===== config.mk =====
export PLATFORM = sky130hd
export DESIGN_NAME = clause_bin_unloader_flat
export DESIGN_NICKNAME = d
export VERILOG_FILES = /design/src/rtl/sat_bin_pkg.sv /design/src/rtl/clause_bin_unloader_if.sv /design/src/rtl/slot_prio_enc.sv /design/src/rtl/clause_bin_unloader.sv /design/src/flat_wrapper.sv
export SDC_FILE = /design/constraint.sdc
export NUM_CORES = 1
export LEC_CHECK = 0
export ABC_CLOCK_PERIOD_IN_PS = 2700
export CORE_MARGIN = 5
export CORE_UTILIZATION = 47
export CTS_CLUSTER_DIAMETER = 40
export CTS_CLUSTER_SIZE = 20
export DETAILED_ROUTE_END_ITERATION = 16
export GPL_ROUTABILITY_DRIVEN = 0
export PLACE_DENSITY = 0.83
export SLEW_MARGIN = 20
export SYNTH_ARGS = -nofsm -noshare
export SYNTH_HDL_FRONTEND = slang
export SYNTH_SLANG_ARGS = --single-unit

===== constraint.sdc =====
create_clock -name clk -period 2.7 [get_ports clk]
set_clock_uncertainty 0.15 [all_clocks]
set_input_delay 0.81 -clock clk [delete_from_list [all_inputs] [get_ports clk]]
set_output_delay 0.81 -clock clk [all_outputs]
set_load 0.01 [all_outputs]

===== src/rtl/sat_bin_pkg.sv =====
// Shared types for the clause bin: slot encoding, unloader FSM states, slot helpers.
package sat_bin_pkg;

  localparam int unsigned SLOT_W = 3;

  typedef logic [SLOT_W-1:0] slot_t;

  localparam logic [1:0] ABSENT = 2'b00;
  localparam logic [1:0] NEG    = 2'b01;
  localparam logic [1:0] POS    = 2'b10;
  localparam logic [1:0] RSVD   = 2'b11;

  typedef enum logic [2:0] {
    StIdle,
    StRead,
    StWait,
    StScan,
    StNext,
    StDone
  } unload_state_e;

  // Slot layout is {val[1:0], imp}; any non-ABSENT val counts as a literal.
  function automatic logic slot_present(slot_t s);
    return s[2:1] != ABSENT;
  endfunction

endpackage


===== src/rtl/clause_bin_unloader_if.sv =====
// Valid/ready literal stream from the clause bin unloader to the bin-result writer.
interface clause_bin_unloader_if
  import sat_bin_pkg::*;
#(
  parameter int unsigned ADDR_W = 3,
  parameter int unsigned VIDX_W = 3
);

  logic              lit_valid;
  logic              lit_ready;
  logic [ADDR_W-1:0] lit_clause;
  logic [VIDX_W-1:0] lit_var;
  slot_t             lit_value;
  logic              lit_last;

  modport master (
    output lit_valid, lit_clause, lit_var, lit_value, lit_last,
    input  lit_ready
  );

  modport slave (
    input  lit_valid, lit_clause, lit_var, lit_value, lit_last,
    output lit_ready
  );

endinterface


===== src/rtl/slot_prio_enc.sv =====
// Lowest-index present slot at or above min_idx_i, plus whether another present slot lies above it.
module slot_prio_enc #(
  parameter int unsigned NUM_VARS = 8,
  parameter int unsigned VIDX_W   = $clog2(NUM_VARS)
) (
  input  logic [NUM_VARS-1:0] present_i,
  input  logic [VIDX_W-1:0]   min_idx_i,
  output logic                found_o,
  output logic [VIDX_W-1:0]   index_o,
  output logic                any_above_o
);

  // Walk downwards so each later hit is lower; an earlier hit means one exists above.
  always_comb begin
    found_o     = 1'b0;
    index_o     = '0;
    any_above_o = 1'b0;
    for (int i = NUM_VARS - 1; i >= 0; i--) begin
      if (present_i[i] && (VIDX_W'(i) >= min_idx_i)) begin
        if (found_o) begin
          any_above_o = 1'b1;
        end
        found_o = 1'b1;
        index_o = VIDX_W'(i);
      end
    end
  end

endmodule


===== src/rtl/clause_bin_unloader.sv =====
// Reads the clause bin row by row after solving and serialises present slots as a literal stream.
module clause_bin_unloader
  import sat_bin_pkg::*;
#(
  parameter int unsigned NUM_VARS    = 8,
  parameter int unsigned NUM_CLAUSES = 8,
  parameter int unsigned ADDR_W      = $clog2(NUM_CLAUSES),
  parameter int unsigned VIDX_W      = $clog2(NUM_VARS)
) (
  input  logic                       clk,
  input  logic                       rst,
  input  logic                       start_i,
  output logic                       rd_en_o,
  output logic [ADDR_W-1:0]          rd_addr_o,
  input  logic [NUM_VARS*SLOT_W-1:0] rd_var_value_i,
  input  logic [4:0]                 rd_clause_len_i,
  clause_bin_unloader_if.master      lit,
  output logic                       busy_o,
  output logic                       done_o,
  output logic                       len_err_o
);

  unload_state_e              state_q, state_d;
  logic [ADDR_W-1:0]          row_q, row_d;
  logic [VIDX_W-1:0]          ptr_q, ptr_d;
  logic [NUM_VARS*SLOT_W-1:0] data_q, data_d;
  logic [4:0]                 len_q, len_d;
  logic [4:0]                 cnt_q, cnt_d;
  logic                       err_q, err_d;

  logic [NUM_VARS-1:0] present;
  logic                found;
  logic [VIDX_W-1:0]   enc_idx;
  logic                any_above;
  slot_t               sel_slot;
  logic                scan_valid;
  logic                handshake;

  always_comb begin
    present = '0;
    for (int k = 0; k < NUM_VARS; k++) begin
      present[k] = slot_present(data_q[k*SLOT_W +: SLOT_W]);
    end
  end

  slot_prio_enc #(
    .NUM_VARS (NUM_VARS),
    .VIDX_W   (VIDX_W)
  ) u_prio_enc (
    .present_i   (present),
    .min_idx_i   (ptr_q),
    .found_o     (found),
    .index_o     (enc_idx),
    .any_above_o (any_above)
  );

  always_comb begin
    sel_slot   = data_q[SLOT_W*enc_idx +: SLOT_W];
    scan_valid = (state_q == StScan) && found;
    handshake  = scan_valid && lit.lit_ready;
  end

  // Stream fields are forced to zero when idle so every output reads 0 out of reset.
  always_comb begin
    lit.lit_valid  = scan_valid;
    lit.lit_clause = scan_valid ? row_q : '0;
    lit.lit_var    = scan_valid ? enc_idx : '0;
    lit.lit_value  = scan_valid ? sel_slot : '0;
    lit.lit_last   = scan_valid && !any_above;
    rd_en_o        = (state_q == StRead);
    rd_addr_o      = (state_q == StRead) ? row_q : '0;
    busy_o         = (state_q != StIdle) && (state_q != StDone);
    done_o         = (state_q == StDone);
    len_err_o      = err_q;
  end

  always_comb begin
    state_d = state_q;
    row_d   = row_q;
    ptr_d   = ptr_q;
    data_d  = data_q;
    len_d   = len_q;
    cnt_d   = cnt_q;
    err_d   = err_q;
    unique case (state_q)
      StIdle: begin
        if (start_i) begin
          state_d = StRead;
          row_d   = '0;
          err_d   = 1'b0;
        end
      end
      StRead: state_d = StWait;
      StWait: begin
        data_d  = rd_var_value_i;
        len_d   = rd_clause_len_i;
        ptr_d   = '0;
        cnt_d   = '0;
        state_d = (rd_clause_len_i == 5'd0) ? StNext : StScan;
      end
      StScan: begin
        if (!found) begin
          err_d   = 1'b1;
          state_d = StNext;
        end else if (handshake) begin
          cnt_d = (cnt_q == 5'd31) ? cnt_q : cnt_q + 5'd1;
          if (any_above) begin
            ptr_d = enc_idx + 1'b1;
          end else begin
            state_d = StNext;
          end
        end
      end
      StNext: begin
        if (cnt_q != len_q) begin
          err_d = 1'b1;
        end
        if (row_q == ADDR_W'(NUM_CLAUSES - 1)) begin
          state_d = StDone;
        end else begin
          row_d   = row_q + 1'b1;
          state_d = StRead;
        end
      end
      StDone:  state_d = StIdle;
      default: state_d = StIdle;
    endcase
  end

  always_ff @(posedge clk or negedge rst) begin
    if (!rst) begin
      state_q <= StIdle;
      row_q   <= '0;
      ptr_q   <= '0;
      data_q  <= '0;
      len_q   <= '0;
      cnt_q   <= '0;
      err_q   <= 1'b0;
    end else begin
      state_q <= state_d;
      row_q   <= row_d;
      ptr_q   <= ptr_d;
      data_q  <= data_d;
      len_q   <= len_d;
      cnt_q   <= cnt_d;
      err_q   <= err_d;
    end
  end

endmodule

===== src/flat_wrapper.sv =====
// flat-port wrapper written by rule: the top's interface ports become plain ports
module clause_bin_unloader_flat import sat_bin_pkg::*;
#(
  parameter int unsigned NUM_VARS    = 8,
  parameter int unsigned NUM_CLAUSES = 8,
  parameter int unsigned ADDR_W      = $clog2(NUM_CLAUSES),
  parameter int unsigned VIDX_W      = $clog2(NUM_VARS)
)
  (clk, rst, start_i, rd_en_o, rd_addr_o, rd_var_value_i, rd_clause_len_i, busy_o, done_o, len_err_o, lit_lit_valid, lit_lit_clause, lit_lit_var, lit_lit_value, lit_lit_last, lit_lit_ready);
  clause_bin_unloader_if #(.ADDR_W(ADDR_W), .VIDX_W(VIDX_W)) lit_i ();
  input  logic clk;
  input  logic rst;
  input  logic start_i;
  output logic rd_en_o;
  output logic [ADDR_W-1:0] rd_addr_o;
  input  logic [NUM_VARS*SLOT_W-1:0] rd_var_value_i;
  input  logic [4:0] rd_clause_len_i;
  output logic busy_o;
  output logic done_o;
  output logic len_err_o;
  output wire logic [$bits(lit_i.lit_valid)-1:0] lit_lit_valid;
  output wire logic [$bits(lit_i.lit_clause)-1:0] lit_lit_clause;
  output wire logic [$bits(lit_i.lit_var)-1:0] lit_lit_var;
  output wire logic [$bits(lit_i.lit_value)-1:0] lit_lit_value;
  output wire logic [$bits(lit_i.lit_last)-1:0] lit_lit_last;
  input wire logic [$bits(lit_i.lit_ready)-1:0] lit_lit_ready;
  assign lit_lit_valid = lit_i.lit_valid;
  assign lit_lit_clause = lit_i.lit_clause;
  assign lit_lit_var = lit_i.lit_var;
  assign lit_lit_value = lit_i.lit_value;
  assign lit_lit_last = lit_i.lit_last;
  assign lit_i.lit_ready = lit_lit_ready;
  clause_bin_unloader #(.NUM_VARS(NUM_VARS), .NUM_CLAUSES(NUM_CLAUSES), .ADDR_W(ADDR_W), .VIDX_W(VIDX_W)) u_core (.clk(clk), .rst(rst), .start_i(start_i), .rd_en_o(rd_en_o), .rd_addr_o(rd_addr_o), .rd_var_value_i(rd_var_value_i), .rd_clause_len_i(rd_clause_len_i), .lit(lit_i), .busy_o(busy_o), .done_o(done_o), .len_err_o(len_err_o));
endmodule

==> results.yml, run 1 <==
# yosys + openroad results
clock_tree:
  root_buffer: "clkbuf_8"
  ctsLongestPathBuffers: 2
  hold_buffers: 0
  clk_pin_slew_ns: 0.09
  numCtsBuffers: 5
  cts_tree: "yes"
  cts.sinks: 44
  clk_latency_ns: 0.31
  h-tree-depth: 2
grt:
  grt_max_degree: 30
  gr-total-overflow: 0
  grt_pass1_vias: 3017
  grt_antenna_before_repair: 0
  grt_pass1_wl_mm: 15.5
  grt_util_all_layers_pct: 26.1
critical_path:
  critPathKind: "flop to output port"
  cp_max_fo: 4
  cp-start-kind: "flop"
  endpoint_kind: "output port"
  arrival_ns: 2.42
  crit_required_ns: 1.74
timing:
  hold_slack_ns: 0.281
  hold_viol: 0
  setup_viol: 11
  final.setup.worst_slack_ns: -0.680
  rsz0062_at_grt: "yes"
  max-slew-margin-rel_pct: 65.7
  timing.setup.tns_ns: -5.38
  fin_crit_ns: 3.38
  finalMaxSlewViolations: 0
  max_freq_mhz: 296
  period_used_pct: 125
  worst_slew_pin_slew_ns: 0.509
synthesis:
  synth_stat.cells: 272
  top_logic_kind: "AND-OR/OR-AND gates"
  ys_warn_count: 0
  ys_sh_mux_pct: 12.3
  postSynthSeqShare_pct: 40.2
  synthArstFlopShare_pct: 100
  avgSynthCellArea_um2: 10.1
  ys_seq_elements: 44
  edf_count: 0
  ys_sh_simple_pct: 17.0
  synth-xor-area-share_pct: 1.92
  syn_inst: 272
  floorplan.nets: 310
  yosysChipArea_um2: 2740
  adder_share_pct: 2.29
  yosysUniqueCellTypes: 58
  aoi_share_pct: 22.9
  synth-main-ff-cell: "dfrtp_1"
  synth_area_um2: 2740
route:
  ant_nets: 0
  drt-initial-drc-count: 315
  routed_wl_mm: 10.9
  drt_first_pass_iters: 5
  drc: 0
  vias: 3053
  wire_per_inst_um: 23.1
  viasPerCell: 6.47
min_path:
  hold_class: "input pin to asynchronous set/reset pin"
outcome:
  status: "complete, but fails checks"
  violations: "setup timing"
final_layout:
  antenna_cells: 0
  drive_above_1_share_pct: 47.8
  finalNetCount: 437
  synthToLayoutAreaGrowth_pct: 63.8
power_and_ir_drop:
  powerDensity_nw_per_um2: 1530
  power_w: 0.00686
  power_leakage_nw: 1.94
  irDropWorstVdd_uv: 888
job:
  log.warning_count: 29
  drv_cap: 0
place:
  hpwl_mm: 5.89
  place_ws_ns: -0.666
die:
  die_w_um: 86.3
  initCoreUtil_pct: 49.1
  chipArea_um2: 7450
  die_h_um: 86.3
## run 1: registers in the layout, summed over array words and instances, names as in the netlist
name / cells
u_core.row_q: 3
u_core.len_err_o: 1
u_core.len_q: 5
u_core.cnt_q: 5
u_core.ptr_q: 3
u_core.data_q: 24
u_core.state_q: 3
## run 1: report_power, final
group,leakage [nW],internal [W],switching (W)
combinational,1.35,0.00251,0.00248
sequential,0.533,0.000977,0.000365
clock,0.0548,0.000279,0.000256
## run 1: layout make-up
class / count / area, um2
Multi-Input combinational cell: 210 / 1910
Timing Repair Buffer: 130 / 1230
Sequential cell: 44 / 1100
Fill cell: 297 / 1090
Tap cell: 72 / 90.1
Clock buffer: 5 / 68.8
Clock inverter: 3 / 46.3
Inverter: 8 / 32.5
## run 1: cell usage after synthesis, types with 3 or more instances
library cell,count,area (um2)
nand2_1,17,63.8
buf_6,3,33.8
nand2b_1,3,18.8
a211oi_1,7,52.6
a21oi_1,8,40.0
o21a_1,4,30.0
o21ai_0,17,85.1
and2_1,6,37.5
o211ai_1,7,52.6
xnor2_1,5,43.8
nand3_1,8,40.0
clkbuf_1,4,15.0
a21boi_0,3,22.5
dfrtp_1,44,1100
o22ai_1,3,18.8
nor4_1,3,18.8
a211o_1,3,26.3
mux2_2,29,327
a22o_1,5,43.8
ha_1,5,62.6
and3_1,14,87.6
inv_1,8,30.0
nor3_1,4,20.0
nor2_1,23,86.3
## run 1: final timing paths
| check | cells past startpoint | slack [ns] | end | from |
|---|---|---|---|---|
| min in group clk | 1 | 0.38 | u_core.data_q[6] | u_core.data_q[6] |
| max in group asynchronous | 2 | 1.75 | u_core.ptr_q[0] | rst |
| min | 2 | 0.28 | u_core.data_q[22] | rst |
| min reg2reg | 1 | 0.38 | u_core.data_q[6] | u_core.data_q[6] |
| max | 8 | -0.68 | lit_lit_value[2] | u_core.ptr_q[2] |
| max reg2reg | 11 | 0.02 | u_core.cnt_q[4] | u_core.data_q[10] |
## run 1: cells in the final DEF, fill, tap and decap left out, types with 13 or more instances in the layout
cell / netlist / routed
o21ai_0: 17 / 14
buf_6: 3 / 25
buf_4: 0 / 56
mux2_2: 29 / 29
dfrtp_1: 44 / 41
clkdlybuf4s50_1: 0 / 33
nor2_1: 23 / 13
nand2_1: 17 / 16
## run 1: metrics by stage
step                      cell area [um2]  std cells  util [%]
after floorplan                      2960        272         -
after global placement               3940        442      70.7
after detailed placement             3940        442      70.7
after CTS                            4260        460      76.4
after global routing                 4480        472      80.4
final                                4480        472      80.4
## run 1: worst max-delay path: stages, from the launching register on
cell and delay, ns:
dfrtp_2 0.46, buf_6 0.15, o21a_4 0.13, buf_6 0.12, o21ai_4 0.18, nor2_4 0.06
or4_4 0.50, o311ai_4 0.32, buf_2 0.18
## run 1: timing repair
item                       CTS  global route
hold endpoints to repair     0             0
gates cloned                 1             1
pin swaps                   19            16
setup buffers                9            11
setup endpoints to repair   15            13
gates resized               75            36
## run 1: routing by layer
layer / global-route usage (%) / up-vias / routed length, um
li1: - / 1273 / -
met1: 31.4 / 1483 / 4060
met2: 45.4 / 238 / 5290
met3: 5.42 / 59 / 961
met4: 10.2 / 0 / 615
met5: 0 / - / 0
### Power grid, run 1

Bar = 20 um. Pins as bars on the die edge. Tap cells in gray.
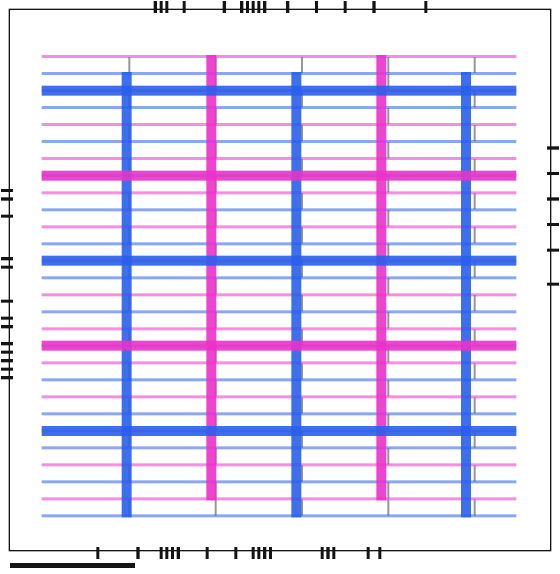
Magenta shows VDD. Blue shows VSS.
The core has 27 rows. 5 straps on met5. 5 straps on met4. 72 tap cells.

### Placement view, run 1

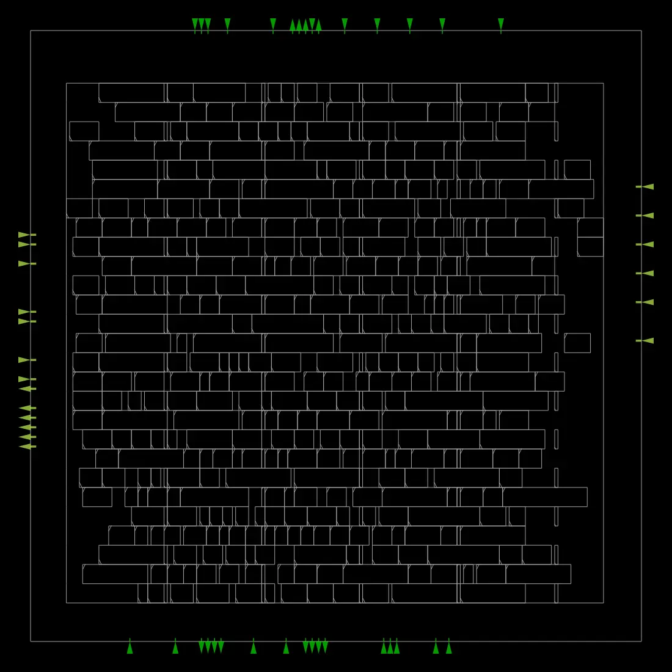
number of fill cells: 297
n_taps: 72
sequential share of cell area: 24.6%

### Placement by cell class, run 1

Fill, decap, tap and diode cells in gray.
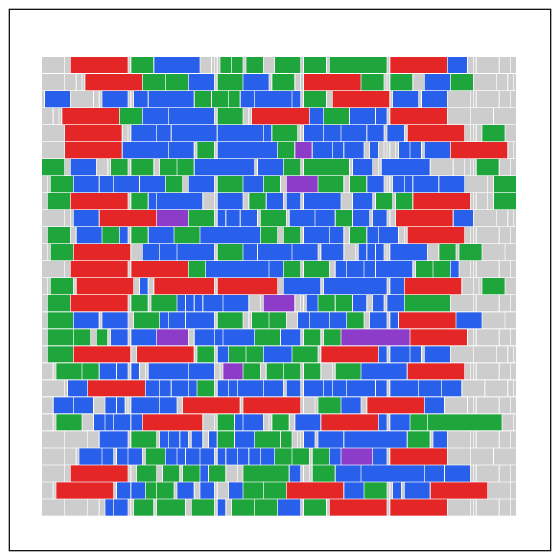
Blue shows remaining logic cells, cells 218. Red shows sequential cells, cells 44. Green shows remaining buffers and delay cells, cells 130. Purple shows clock drivers and dummy loads, cells 8.
core area: 5570 um2
row count: 27
final core occ: 80.4%

### Nets reached from selected ports, run 1

Bar = 20 um.
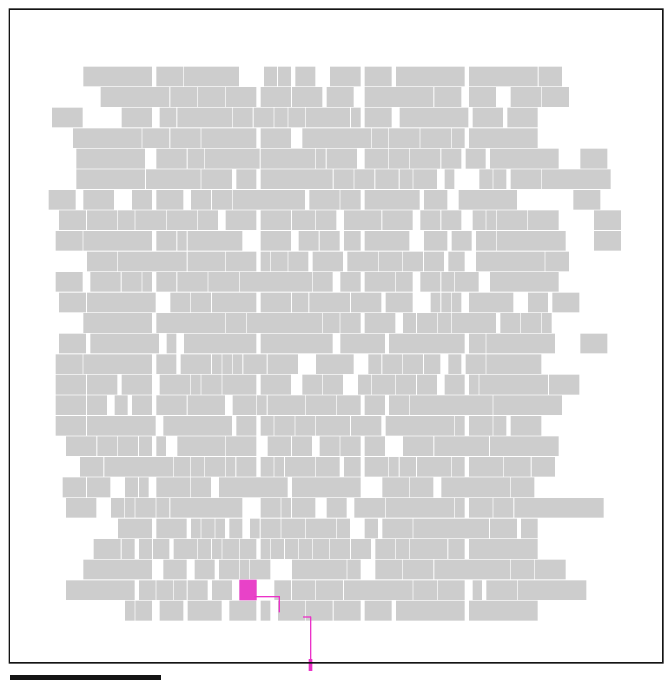
Magenta shows done_o, direction output, end cells 1, wire 11.8 um.
number of port buffers: 50
I/O pin count: 51

==> run 2, diff against run 1 <==
--- a/config.mk
+++ b/config.mk
@@ -7,12 +7,13 @@
 export LEC_CHECK = 0
 export ABC_CLOCK_PERIOD_IN_PS = 2700
 export CORE_MARGIN = 5
-export CORE_UTILIZATION = 47
+export CORE_UTILIZATION = 36
+export CTS_BUF_LIST = sky130_fd_sc_hd__clkbuf_4 sky130_fd_sc_hd__clkbuf_8 sky130_fd_sc_hd__clkbuf_16
 export CTS_CLUSTER_DIAMETER = 40
 export CTS_CLUSTER_SIZE = 20
 export DETAILED_ROUTE_END_ITERATION = 16
 export GPL_ROUTABILITY_DRIVEN = 0
-export PLACE_DENSITY = 0.83
+export PLACE_DENSITY = 0.68
 export SLEW_MARGIN = 20
 export SYNTH_ARGS = -nofsm -noshare
 export SYNTH_HDL_FRONTEND = slang
==> run 2 against run 1 <==
  * The flow still finishes with violations (setup timing)
  * Die area up 27%
  * Power down 11%
  * Fmax up 4.8%
  * Critical path type unchanged
==> results.yml, run 2 <==
# yosys + openroad results
route:
  wire_per_inst_um: 16.1
  drc: 0
  viasPerCell: 5.28
  routed_wl_mm: 7.86
  ant_nets: 0
  drt_first_pass_iters: 4
  vias: 2583
  drt-initial-drc-count: 72
grt:
  gr-usage-met2_pct: 28.3
  gr-total-overflow: 0
  grt-busiest-layer: "met2"
  grt_pass1_vias: 2789
  use_met3_pct: 2.58
  grt_max_degree: 26
  grt_pass1_wl_mm: 13.2
  use_met1_pct: 21.6
  grt_util_all_layers_pct: 16.8
  grt_antenna_before_repair: 0
synthesis:
  synth.top_cells.by_count: "44 x dfrtp_1, 29 x mux2_2, 23 x nor2_1, 17 x nand2_1, 17 x o21ai_0"
  ys_warn_count: 0
  synthArstFlopShare_pct: 100
  yosysUniqueCellTypes: 58
  topCellsByArea: "dfrtp_1 40%, mux2_2 12%, and3_1 3.2%, nor2_1 3.2%, o21ai_0 3.1%"
  synth_area_um2: 2740
  synth_top_area_share_pct: 40.2
  floorplan.nets: 310
  synth_stat.cells: 272
  yosys.area.top_type: "dfrtp_1"
  top_cell: "dfrtp_1"
  edf_count: 0
  synth-main-ff-cell: "dfrtp_1"
  yosysChipArea_um2: 2740
  syn_inst: 272
  ys_seq_elements: 44
  postSynthSeqShare_pct: 40.2
  avgSynthCellArea_um2: 10.1
power_and_ir_drop:
  swShare_pct: 42.1
  pwr-share-comb_pct: 70.4
  p_int_w: 0.00355
  p_seq_share_pct: 21.2
  powerDensity_nw_per_um2: 1410
  p_switching_w: 0.00257
  irDropWorstVdd_uv: 597
  power_leakage_nw: 1.84
  pwr-share-clk_pct: 8.5
clock_tree:
  h-tree-depth: 2
  ctsLongestPathBuffers: 2
  clk_latency_ns: 0.30
  hold_buffers: 0
  cts_tree: "yes"
  numCtsBuffers: 5
  root_buffer: "clkbuf_8"
  cts.sinks: 44
  clk_pin_slew_ns: 0.08
critical_path:
  cp_max_fo: 7
  endpoint_kind: "output port"
  critPathKind: "flop to output port"
  cpPeakStageDelay_ns: 0.60
  path_cells: "buf_6 > o2bb2ai_4 > o21ai_4 > nor2_4 > or4_4 > o311ai_4 > buf_2"
  cp_top_family: "simple AND/OR/NAND/NOR gates"
  cp-start-kind: "flop"
  arrival_ns: 2.26
  crit_required_ns: 1.74
  cp_slowest_cell: "or4_4"
  crit_buf_inv: 2
timing:
  setup_viol: 11
  max_freq_mhz: 310
  rsz0062_at_grt: "yes"
  period_used_pct: 119
  fin_crit_ns: 3.22
  hold_viol: 0
  final.setup.worst_slack_ns: -0.525
  worst_slew_pin_slew_ns: 0.515
  max-slew-margin-rel_pct: 65.3
  finalMaxSlewViolations: 0
final_layout:
  layout_top_cells: "61 x buf_4, 41 x dfrtp_1, 34 x clkdlybuf4s50_1, 29 x mux2_2"
  nFillCells: 628
  synthToLayoutAreaGrowth_pct: 58.8
  largest_register_ffs: 24
  reg_top3: "u_core.data_q: 24 flops, u_core.cnt_q: 5 flops, u_core.len_q: 5 flops"
  stdcell_count: 489
  logic_area_um2: 1870
  layout_top_cell: "buf_4"
  area.sequential_um2: 1100
  finalNetCount: 427
  regMostFlops: "u_core.data_q"
  antenna_cells: 0
  drive_above_1_share_pct: 44.9
die:
  chipArea_um2: 9450
  pin_count: 51
  row_count: 31
  die_h_um: 97.2
  die_w_um: 97.2
  initCoreUtil_pct: 37.3
  core_um2: 7330
job:
  drv_cap: 0
  log.warning_count: 29
place:
  io_buffers: 50
  place_ws_ns: -0.658
  dp_cells: 468
  hpwl_mm: 5.71
min_path:
  hold_class: "input pin to asynchronous set/reset pin"
outcome:
  status: "complete, but fails checks"
  violations: "setup timing"
## run 2: final timing paths
| path | from | endpoint | slack [ns] | depth (start not counted) |
|---|---|---|---|---|
| max | u_core.ptr_q[1] | lit_lit_value[1] | -0.52 | 7 |
| min reg2reg | u_core.data_q[6] | u_core.data_q[6] | 0.37 | 1 |
| max reg2reg | u_core.ptr_q[0] | u_core.ptr_q[2] | 0.11 | 10 |
| min | rst | u_core.state_q[2] | 0.31 | 1 |
| max in group asynchronous | rst | u_core.data_q[3] | 1.57 | 2 |
| min in group clk | u_core.data_q[6] | u_core.data_q[6] | 0.37 | 1 |
## run 2: kinds of logic (layout without fill, tap and decap cells)
group,Yosys count,count (layout),synth area share (%)
DFF,44,44,40.2
muxes,30,30,12.3
and+or+nand+nor,88,88,17.0
buffers and inverters,18,136,3.38
AOI/OAI and AO/OA,81,81,22.9
xor gates and xnor gates,6,6,1.92
adders and majority gates,5,5,2.29
## run 2: through the flow
step	power [W]	hold WS, ns	utilization [%]	TNS (ns)	cell area [um2]
2_1_floorplan	0.00368	0.322	-	-0.0708	2960
3_3_place_gp	0.00507	0.340	54.6	-5.07	4010
3_5_place_dp	0.00517	0.345	54.6	-5.41	4010
4_1_cts	0.00600	0.320	58.5	-4.64	4290
5_1_grt	0.00652	0.338	59.3	-5.77	4350
6_report	0.00612	0.313	59.3	-4.56	4350
## run 2: repair_timing
action	4_1_cts	5_1_grt
buffers inserted	12	0
resized	63	13
endpoints found under the setup margin	14	13
pin swaps	9	1
gates cloned	1	0
## run 2: layer usage
layer  vias to the layer above  share of wire (%)
met5                         -                  0
met4                         0                2.3
met3                        14                2.5
met2                        55                 50
met1                      1262                 46
li1                       1252                  -
## run 2: cell type report
type / count / share of cell area [%]
clock buffers: 6 / 1.76
well taps: 99 / 2.85
inverters: 8 / 0.748
repair buffers: 120 / 25.4
clock inverters: 2 / 0.806
flip-flops and latches: 44 / 25.4
multi-input cells: 210 / 43.1
## run 2: power groups by stage
stage	clock network, W	registers, W	logic, W
2_1_floorplan	0	0.00123	0.00245
3_3_place_gp	0	0.00126	0.00381
3_5_place_dp	0	0.00127	0.00391
4_1_cts	0.000532	0.00128	0.00418
5_1_grt	0.000555	0.00134	0.00463
6_report	0.000517	0.00130	0.00431
### Wiring heat map, run 2

The die is cut into 19 by 19 equal tiles; dark blue is low, red is high, scaled to the fullest tile. Values are wire area over tile area, all layers added.
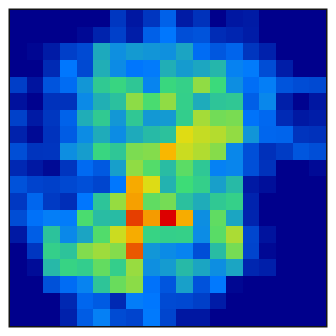
The densest ninth of the die: middle. 13% of the tiles are over half the peak. The fullest tile reaches 0.54. 23% of the tiles are nearly empty.

### Nets reached from selected ports, run 2

Bar = 20 um.
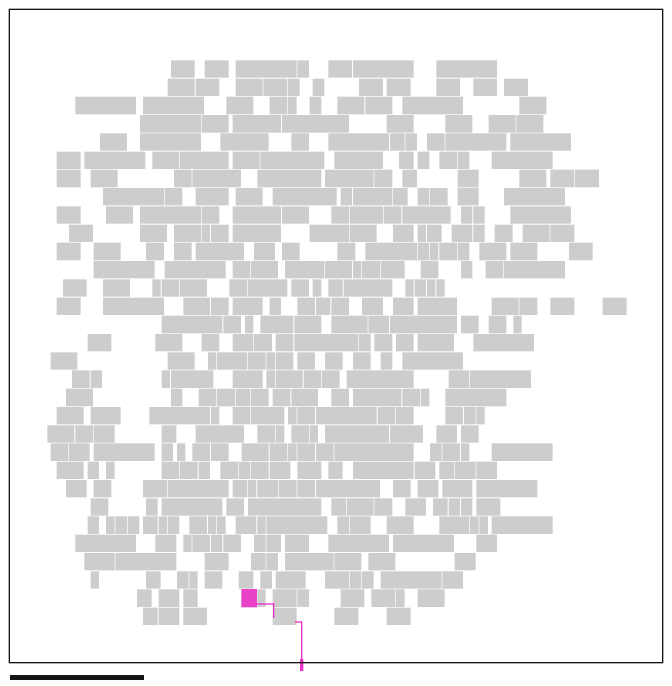
Magenta shows done_o, direction output, end cells 1, wire 11.3 um.

No activity file was given, so power comes from the tool's default toggle rates.
